$ cat config.mk
export PLATFORM = sky130hd
export DESIGN_NAME = pll_reconfig_sequencer
export DESIGN_NICKNAME = d
export VERILOG_FILES = /design/src/rtl/pll_reconfig_sequencer.sv
export SDC_FILE = /design/constraint.sdc
export NUM_CORES = 1
export LEC_CHECK = 0
export CAP_MARGIN = 20
export CORE_MARGIN = 4
export CORE_UTILIZATION = 45
export DETAILED_ROUTE_END_ITERATION = 8
export HOLD_SLACK_MARGIN = 0.1
export PLACE_DENSITY = 0.85
export SLEW_MARGIN = 20
export SYNTH_ARGS = -nofsm -noshare
export SYNTH_HDL_FRONTEND = slang
export SYNTH_SLANG_ARGS = --single-unit
$ cat constraint.sdc
create_clock -name clk -period 1.85 [get_ports clk]
set_clock_uncertainty 0.15 [all_clocks]
set_input_delay 0.37 -clock clk [delete_from_list [all_inputs] [get_ports clk]]
set_output_delay 0.37 -clock clk [all_outputs]
set_load 0.02 [all_outputs]
$ cat src/rtl/pll_reconfig_sequencer.sv
// -----------------------------------------------------------------------------
// pll_reconfig_sequencer
//
// Drives the reconfiguration management port of a reconfigurable PLL from a
// mode request issued by the video-timing mode selector.
//
// A rising edge on the asynchronous mode_change level is synchronised and
// detected. The sequencer then captures the mode tag and the M, N and C
// counter words, and issues the complete register write sequence:
//     mode(0) <- 1
//     M(4)    <- {14'h0, M}
//     N(3)    <- {14'h0, N}
//     C(5)    <- {9'h0, i[4:0], C[i]}     for i = 0 .. NUM_C-1
//     BW(8)   <- BW_SETTING
//     CP(9)   <- CP_SETTING
//     start(2)<- 1
// Finally it polls the status register (address 1) until bit 0 reads 1, or
// until TIMEOUT poll cycles have passed.
//
// Every write honours mgmt_waitrequest and is followed by WRITE_GAP idle
// cycles. Requests arriving while a sequence runs are collapsed into a single
// pending request, which starts one cycle after the sequencer returns to idle.
//
// Parameters
//   NUM_C      number of C counters written (1..4)
//   WRITE_GAP  idle cycles with mgmt_write low after each accepted write (0..7)
//   TIMEOUT    poll cycles before giving up (>= 2)
//   BW_SETTING bandwidth register data
//   CP_SETTING charge-pump register data
//
// Ports
//   clk              clock
//   reset_n          asynchronous active-low reset
//   mode             mode tag, captured at sequence start
//   mode_change      asynchronous request level; rising edge requests
//   m_value          M counter word
//   n_value          N counter word
//   c_values         C counter words, C[i] = bits [18i+17:18i]
//   mgmt_readdata    management read data (only bit 0 is used)
//   mgmt_waitrequest management slave stall
//   mgmt_read        read strobe
//   mgmt_write       write strobe
//   mgmt_address     register address
//   mgmt_writedata   write data
//   busy             a sequence is in progress
//   done             one-cycle pulse on successful completion
//   error            sticky timeout flag, cleared when a sequence starts
//   active_mode      mode tag of the last successful sequence
// -----------------------------------------------------------------------------
module pll_reconfig_sequencer #(
    parameter int          NUM_C      = 1,
    parameter int          WRITE_GAP  = 2,
    parameter int          TIMEOUT    = 1024,
    parameter logic [31:0] BW_SETTING = 32'h6,
    parameter logic [31:0] CP_SETTING = 32'h3
) (
    input  logic                  clk,
    input  logic                  reset_n,
    input  logic [3:0]            mode,
    input  logic                  mode_change,
    input  logic [17:0]           m_value,
    input  logic [17:0]           n_value,
    input  logic [18*NUM_C-1:0]   c_values,
    input  logic [31:0]           mgmt_readdata,
    input  logic                  mgmt_waitrequest,
    output logic                  mgmt_read,
    output logic                  mgmt_write,
    output logic [5:0]            mgmt_address,
    output logic [31:0]           mgmt_writedata,
    output logic                  busy,
    output logic                  done,
    output logic                  error,
    output logic [3:0]            active_mode
);

    // -------------------------------------------------------------------------
    // Step numbering of the write sequence
    // -------------------------------------------------------------------------
    localparam int          NUM_STEPS  = 6 + NUM_C;
    localparam logic [3:0]  STEP_M     = 4'd1;
    localparam logic [3:0]  STEP_N     = 4'd2;
    localparam logic [3:0]  STEP_BW    = 4'(3 + NUM_C);
    localparam logic [3:0]  STEP_CP    = 4'(4 + NUM_C);
    localparam logic [3:0]  STEP_LAST  = 4'(NUM_STEPS - 1);

    // Register map of the PLL reconfiguration block
    localparam logic [5:0]  ADDR_MODE   = 6'd0;
    localparam logic [5:0]  ADDR_STATUS = 6'd1;
    localparam logic [5:0]  ADDR_START  = 6'd2;
    localparam logic [5:0]  ADDR_N      = 6'd3;
    localparam logic [5:0]  ADDR_M      = 6'd4;
    localparam logic [5:0]  ADDR_C      = 6'd5;
    localparam logic [5:0]  ADDR_BW     = 6'd8;
    localparam logic [5:0]  ADDR_CP     = 6'd9;

    // Timeout counter must be able to hold the value TIMEOUT itself
    localparam int              TW          = $clog2(TIMEOUT + 1);
    localparam logic [TW-1:0]   TIMEOUT_CNT = TW'(TIMEOUT);
    localparam logic [2:0]      GAP_LOAD    = 3'(WRITE_GAP - 1);

    typedef enum logic [1:0] {
        S_IDLE,
        S_WRITE,
        S_GAP,
        S_POLL
    } state_t;

    // -------------------------------------------------------------------------
    // State
    // -------------------------------------------------------------------------
    state_t                 state_reg;
    logic [2:0]             sync_reg;
    logic                   pending_reg;
    logic [3:0]             step_reg;
    logic [2:0]             gap_reg;
    logic [TW-1:0]          tcnt_reg;
    logic [3:0]             mode_reg;
    logic [17:0]            m_reg;
    logic [17:0]            n_reg;
    logic [18*NUM_C-1:0]    c_reg;

    // -------------------------------------------------------------------------
    // Combinational helpers
    // -------------------------------------------------------------------------
    logic                   request;
    logic [3:0]             step_next;
    logic [5:0]             addr_next;
    logic [31:0]            data_next;
    logic [TW-1:0]          tcnt_next;
    logic [17:0]            c_word [NUM_C];

    // Only the done bit of the status word matters; the rest is folded away.
    logic                   unused_readdata;
    assign unused_readdata = ^mgmt_readdata[31:1];

    // Rising edge seen between the second and third synchroniser flops, so the
    // first flop acts purely as a metastability filter.
    assign request   = sync_reg[1] & ~sync_reg[2];
    assign step_next = step_reg + 4'd1;
    assign tcnt_next = tcnt_reg + {{(TW-1){1'b0}}, 1'b1};

    // Split the captured C words into individually addressable words
    generate
        for (genvar gi = 0; gi < NUM_C; gi++) begin : g_c_word
            assign c_word[gi] = c_reg[18*gi +: 18];
        end
    endgenerate

    // Address/data of the step that follows the current one. Step 0 is never
    // looked up here: it is constant and loaded directly at sequence start.
    always_comb begin
        addr_next = ADDR_START;
        data_next = 32'd1;
        if (step_next == STEP_M) begin
            addr_next = ADDR_M;
            data_next = {14'h0, m_reg};
        end else if (step_next == STEP_N) begin
            addr_next = ADDR_N;
            data_next = {14'h0, n_reg};
        end else if (step_next == STEP_BW) begin
            addr_next = ADDR_BW;
            data_next = BW_SETTING;
        end else if (step_next == STEP_CP) begin
            addr_next = ADDR_CP;
            data_next = CP_SETTING;
        end
        // C counter steps occupy 3 .. 3+NUM_C-1; counter select in bits 22:18
        for (int k = 0; k < NUM_C; k++) begin
            if (step_next == 4'(3 + k)) begin
                addr_next = ADDR_C;
                data_next = {9'h0, 5'(k), c_word[k]};
            end
        end
    end

    // -------------------------------------------------------------------------
    // Sequencer FSM with registered bus and status outputs
    // -------------------------------------------------------------------------
    always_ff @(posedge clk or negedge reset_n) begin
        if (!reset_n) begin
            state_reg      <= S_IDLE;
            sync_reg       <= 3'b000;
            pending_reg    <= 1'b0;
            step_reg       <= 4'd0;
            gap_reg        <= 3'd0;
            tcnt_reg       <= '0;
            mode_reg       <= 4'd0;
            m_reg          <= 18'd0;
            n_reg          <= 18'd0;
            c_reg          <= '0;
            mgmt_read      <= 1'b0;
            mgmt_write     <= 1'b0;
            mgmt_address   <= 6'd0;
            mgmt_writedata <= 32'd0;
            busy           <= 1'b0;
            done           <= 1'b0;
            error          <= 1'b0;
            active_mode    <= 4'd0;
        end else begin
            sync_reg <= {sync_reg[1:0], mode_change};
            done     <= 1'b0;

            case (state_reg)
                S_IDLE: begin
                    // A fresh edge and a queued request are the same thing here
                    if (request || pending_reg) begin
                        pending_reg    <= 1'b0;
                        mode_reg       <= mode;
                        m_reg          <= m_value;
                        n_reg          <= n_value;
                        c_reg          <= c_values;
                        error          <= 1'b0;
                        busy           <= 1'b1;
                        step_reg       <= 4'd0;
                        mgmt_write     <= 1'b1;
                        mgmt_address   <= ADDR_MODE;
                        mgmt_writedata <= 32'd1;
                        state_reg      <= S_WRITE;
                    end
                end

                S_WRITE: begin
                    if (request) begin
                        pending_reg <= 1'b1;
                    end
                    if (!mgmt_waitrequest) begin
                        if (step_reg == STEP_LAST) begin
                            mgmt_write   <= 1'b0;
                            mgmt_read    <= 1'b1;
                            mgmt_address <= ADDR_STATUS;
                            tcnt_reg     <= '0;
                            state_reg    <= S_POLL;
                        end else if (WRITE_GAP == 0) begin
                            // Back-to-back writes: strobe stays high
                            step_reg       <= step_next;
                            mgmt_address   <= addr_next;
                            mgmt_writedata <= data_next;
                        end else begin
                            mgmt_write <= 1'b0;
                            gap_reg    <= GAP_LOAD;
                            state_reg  <= S_GAP;
                        end
                    end
                end

                S_GAP: begin
                    if (request) begin
                        pending_reg <= 1'b1;
                    end
                    if (gap_reg == 3'd0) begin
                        step_reg       <= step_next;
                        mgmt_write     <= 1'b1;
                        mgmt_address   <= addr_next;
                        mgmt_writedata <= data_next;
                        state_reg      <= S_WRITE;
                    end else begin
                        gap_reg <= gap_reg - 3'd1;
                    end
                end

                S_POLL: begin
                    // A request on the finishing edge is still queued
                    if (request) begin
                        pending_reg <= 1'b1;
                    end
                    tcnt_reg <= tcnt_next;
                    if (!mgmt_waitrequest && mgmt_readdata[0]) begin
                        mgmt_read   <= 1'b0;
                        busy        <= 1'b0;
                        done        <= 1'b1;
                        active_mode <= mode_reg;
                        state_reg   <= S_IDLE;
                    end else if (tcnt_next == TIMEOUT_CNT) begin
                        mgmt_read <= 1'b0;
                        busy      <= 1'b0;
                        error     <= 1'b1;
                        state_reg <= S_IDLE;
                    end
                end

                default: begin
                    state_reg <= S_IDLE;
                end
            endcase
        end
    end

endmodule

Cell density map:
(3 px per µm) The die is cut into 12 by 12 equal tiles; dark blue is low, red is high, 0 to 100% covered.
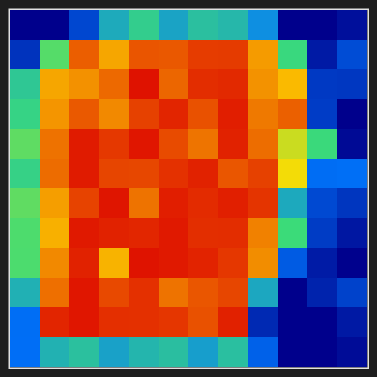
nearly empty tiles = 8.3%
tiles over 75% full = 55%
mean over tiles = 61%
fullest tile = 98%
emptiest ninth of the die = lower right
core region area: 12060 µm²
Starting Density: 0.4609

==> results.yml <==
# generated from flow reports
hold_path:
  min_to: "sync_reg[1]$_DFF_PN0_"
  min_path_type: "flip-flop to flip-flop"
  hp-start: "sync_reg[0]$_DFF_PN0_"
  worst_hold_path.num_cells: 0
route:
  drt-vias-per-instance: 6.159
  drt-wirelength-per-cell_um: 24.81
  dr.pass1.iters: 6
  ant_nets: 0
  first_iter_violations: 495
  drc_errors: 0
  wirelength_um: 21630
cts:
  clock_sinks: 113
  ctsHoldBuffers: 1
  path_clk_slew_ns: 0.06
  cts_tree: "done"
  cts-root-buf: "clkbuf_16"
  clock_path_buffers: 2
power_and_ir_drop:
  intPower_mw: 8.820
  power_leader: "combinational logic"
  p_clk_mw: 3.10
  combinationalPowerShare: 0.469
  pg_comb_mw: 6.46
  p_seq_mw: 4.21
  pwr_density_cell_nw_per_um2: 1543
  ir_worst_vdd_mv: 0.9905
cells_and_area:
  finalNetCount: 800
  sh_seq_area: 0.3172
  syn_to_final_growth_pct: 60.52
  lay_top_count: "dfrtp_1"
  mostFrequentLayoutCells: "111 x dfrtp_1, 70 x buf_4, 61 x clkdlybuf4s50_1"
  layoutNonFillerInstCount: 872
  fillerInstances: 654
  clk_share: 0.06113
  dominant_cells: "combinational gates"
  ff_latch_area_um2: 2830
  drive_gt1_frac: 0.4162
  comb_cells: 338
logic_synthesis:
  top_area_frac: 0.5087
  synth_async_sr_flop_share: 1.000
  syn_area_um2: 5559
  synthCells: 499
  ff_type: "dfrtp_1"
  ys_top_cells_by_count: "113 x dfrtp_1, 62 x mux2_2, 43 x nand2_1"
  ys_chip_area_um2: 5559
  numSynthFlops: 113
  ys_warn_count: 0
  edf_count: 0
  largest_area_cell: "dfrtp_1"
global_route:
  grt-ovfl-total: 0
  track_usage: 0.2484
  grt_max_degree: 33
outcome:
  outcome: "finished, violations left"
  violations: "setup timing"
place:
  placed_cells: 794
  gp_congestion: 0.9314
  place.detailed.hpwl_um: 10160
  place_area_um2: 7124
final_timing:
  min_period_ns: 2.123
  finalSetupTns_ns: -14.51
  fin_ws_ns: -0.2725
  final_max_slew_viol_count: 0
  max_freq_mhz: 471.1
  setup_viol: 104
  finalCritPeriodShare: 1.147
  final-hold-violation-count: 0
setup_path:
  reg2reg_to: "mgmt_writedata[7]$_DFFE_PN0P_"
  startpoint_type: "flip-flop"
  cp.required_ns: 2.03
  r2r_start: "sync_reg[1]$_DFF_PN0_"
  regToRegSetupSlack_ns: -0.27
flow_run:
  max_cap_viol_count: 0
die:
  die_area_um2: 14200
  tap-cell-count: 168
Sizing map:
(3 px per µm)
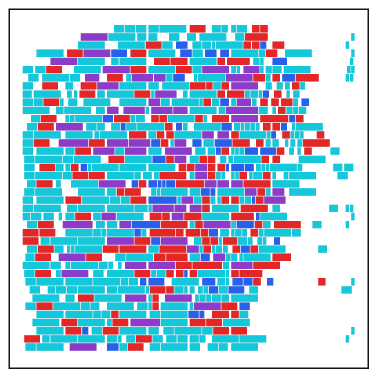
purple -> drive 6 and up  # cells 64, share 9.1%, most used buf_6
blue -> drive 2  # cells 62, share 8.8%, most used nand2_2
cyan -> drive 1 or less  # cells 411, share 58%, most used dfrtp_1
red -> drive 3 to 4  # cells 167, share 24%, most used buf_4
Buffers excl. clock: 206
fin area: 8924 µm²

## worst max-delay path by stage
stage / from / to / slack [ns] / depth (start not counted)
floorplan: tcnt_reg[0]$_DFFE_PN0P_ / busy$_DFFE_PN0P_ / -0.04 / 6
global placement: mgmt_waitrequest / mgmt_address[3]$_DFFE_PN0P_ / -0.13 / 6
detailed placement: mgmt_waitrequest / gap_reg[2]$_DFFE_PN0P_ / -0.20 / 6
CTS: tcnt_reg[1]$_DFFE_PN0P_ / busy$_DFFE_PN0P_ / -0.11 / 6
global route: tcnt_reg[1]$_DFFE_PN0P_ / state_reg[0]$_DFFE_PN0P_ / -0.33 / 6
finish: sync_reg[1]$_DFF_PN0_ / mgmt_writedata[7]$_DFFE_PN0P_ / -0.27 / 7
## worst max-delay path: cells and delay by family, from the launching register on
kind	cells	cell delay, ns
compound gates	2	0.64
buf+inv	2	0.33
flops	1	0.41
simple gates	3	0.48
## cells by family (layout without fill, tap and decap cells)
group	after synthesis	count (layout)	share of synthesized area
DFF	113	113	0.5087
AOI/OAI and AO/OA	121	121	0.1587
adders and majority gates	12	12	0.02701
and+or+nand+nor	123	123	0.1112
buffers and inverters	63	253	0.06122
muxes	65	65	0.1310
xor gates and xnor gates	1	1	0.001576
other	1	16	0.0006746
## metrics by stage
| step | setup slack (ns) | util |
|---|---|---|
| 5_1_grt | -0.3261 | 0.7398 |
| 3_3_place_gp | -0.1253 | 0.5907 |
| 2_1_floorplan | -0.04444 | - |
| 4_1_cts | -0.1090 | 0.6778 |
| 3_5_place_dp | -0.2035 | 0.5907 |
| 6_report | -0.2725 | 0.7398 |
## per-layer routing
layer	global-route usage	share of wire	vias to the layer above
li1	-	-	2195
met1	0.2889	0.37	2710
met2	0.4242	0.51	377
met3	0.07028	0.075	89
met4	0.1144	0.044	0
met5	0	0	-
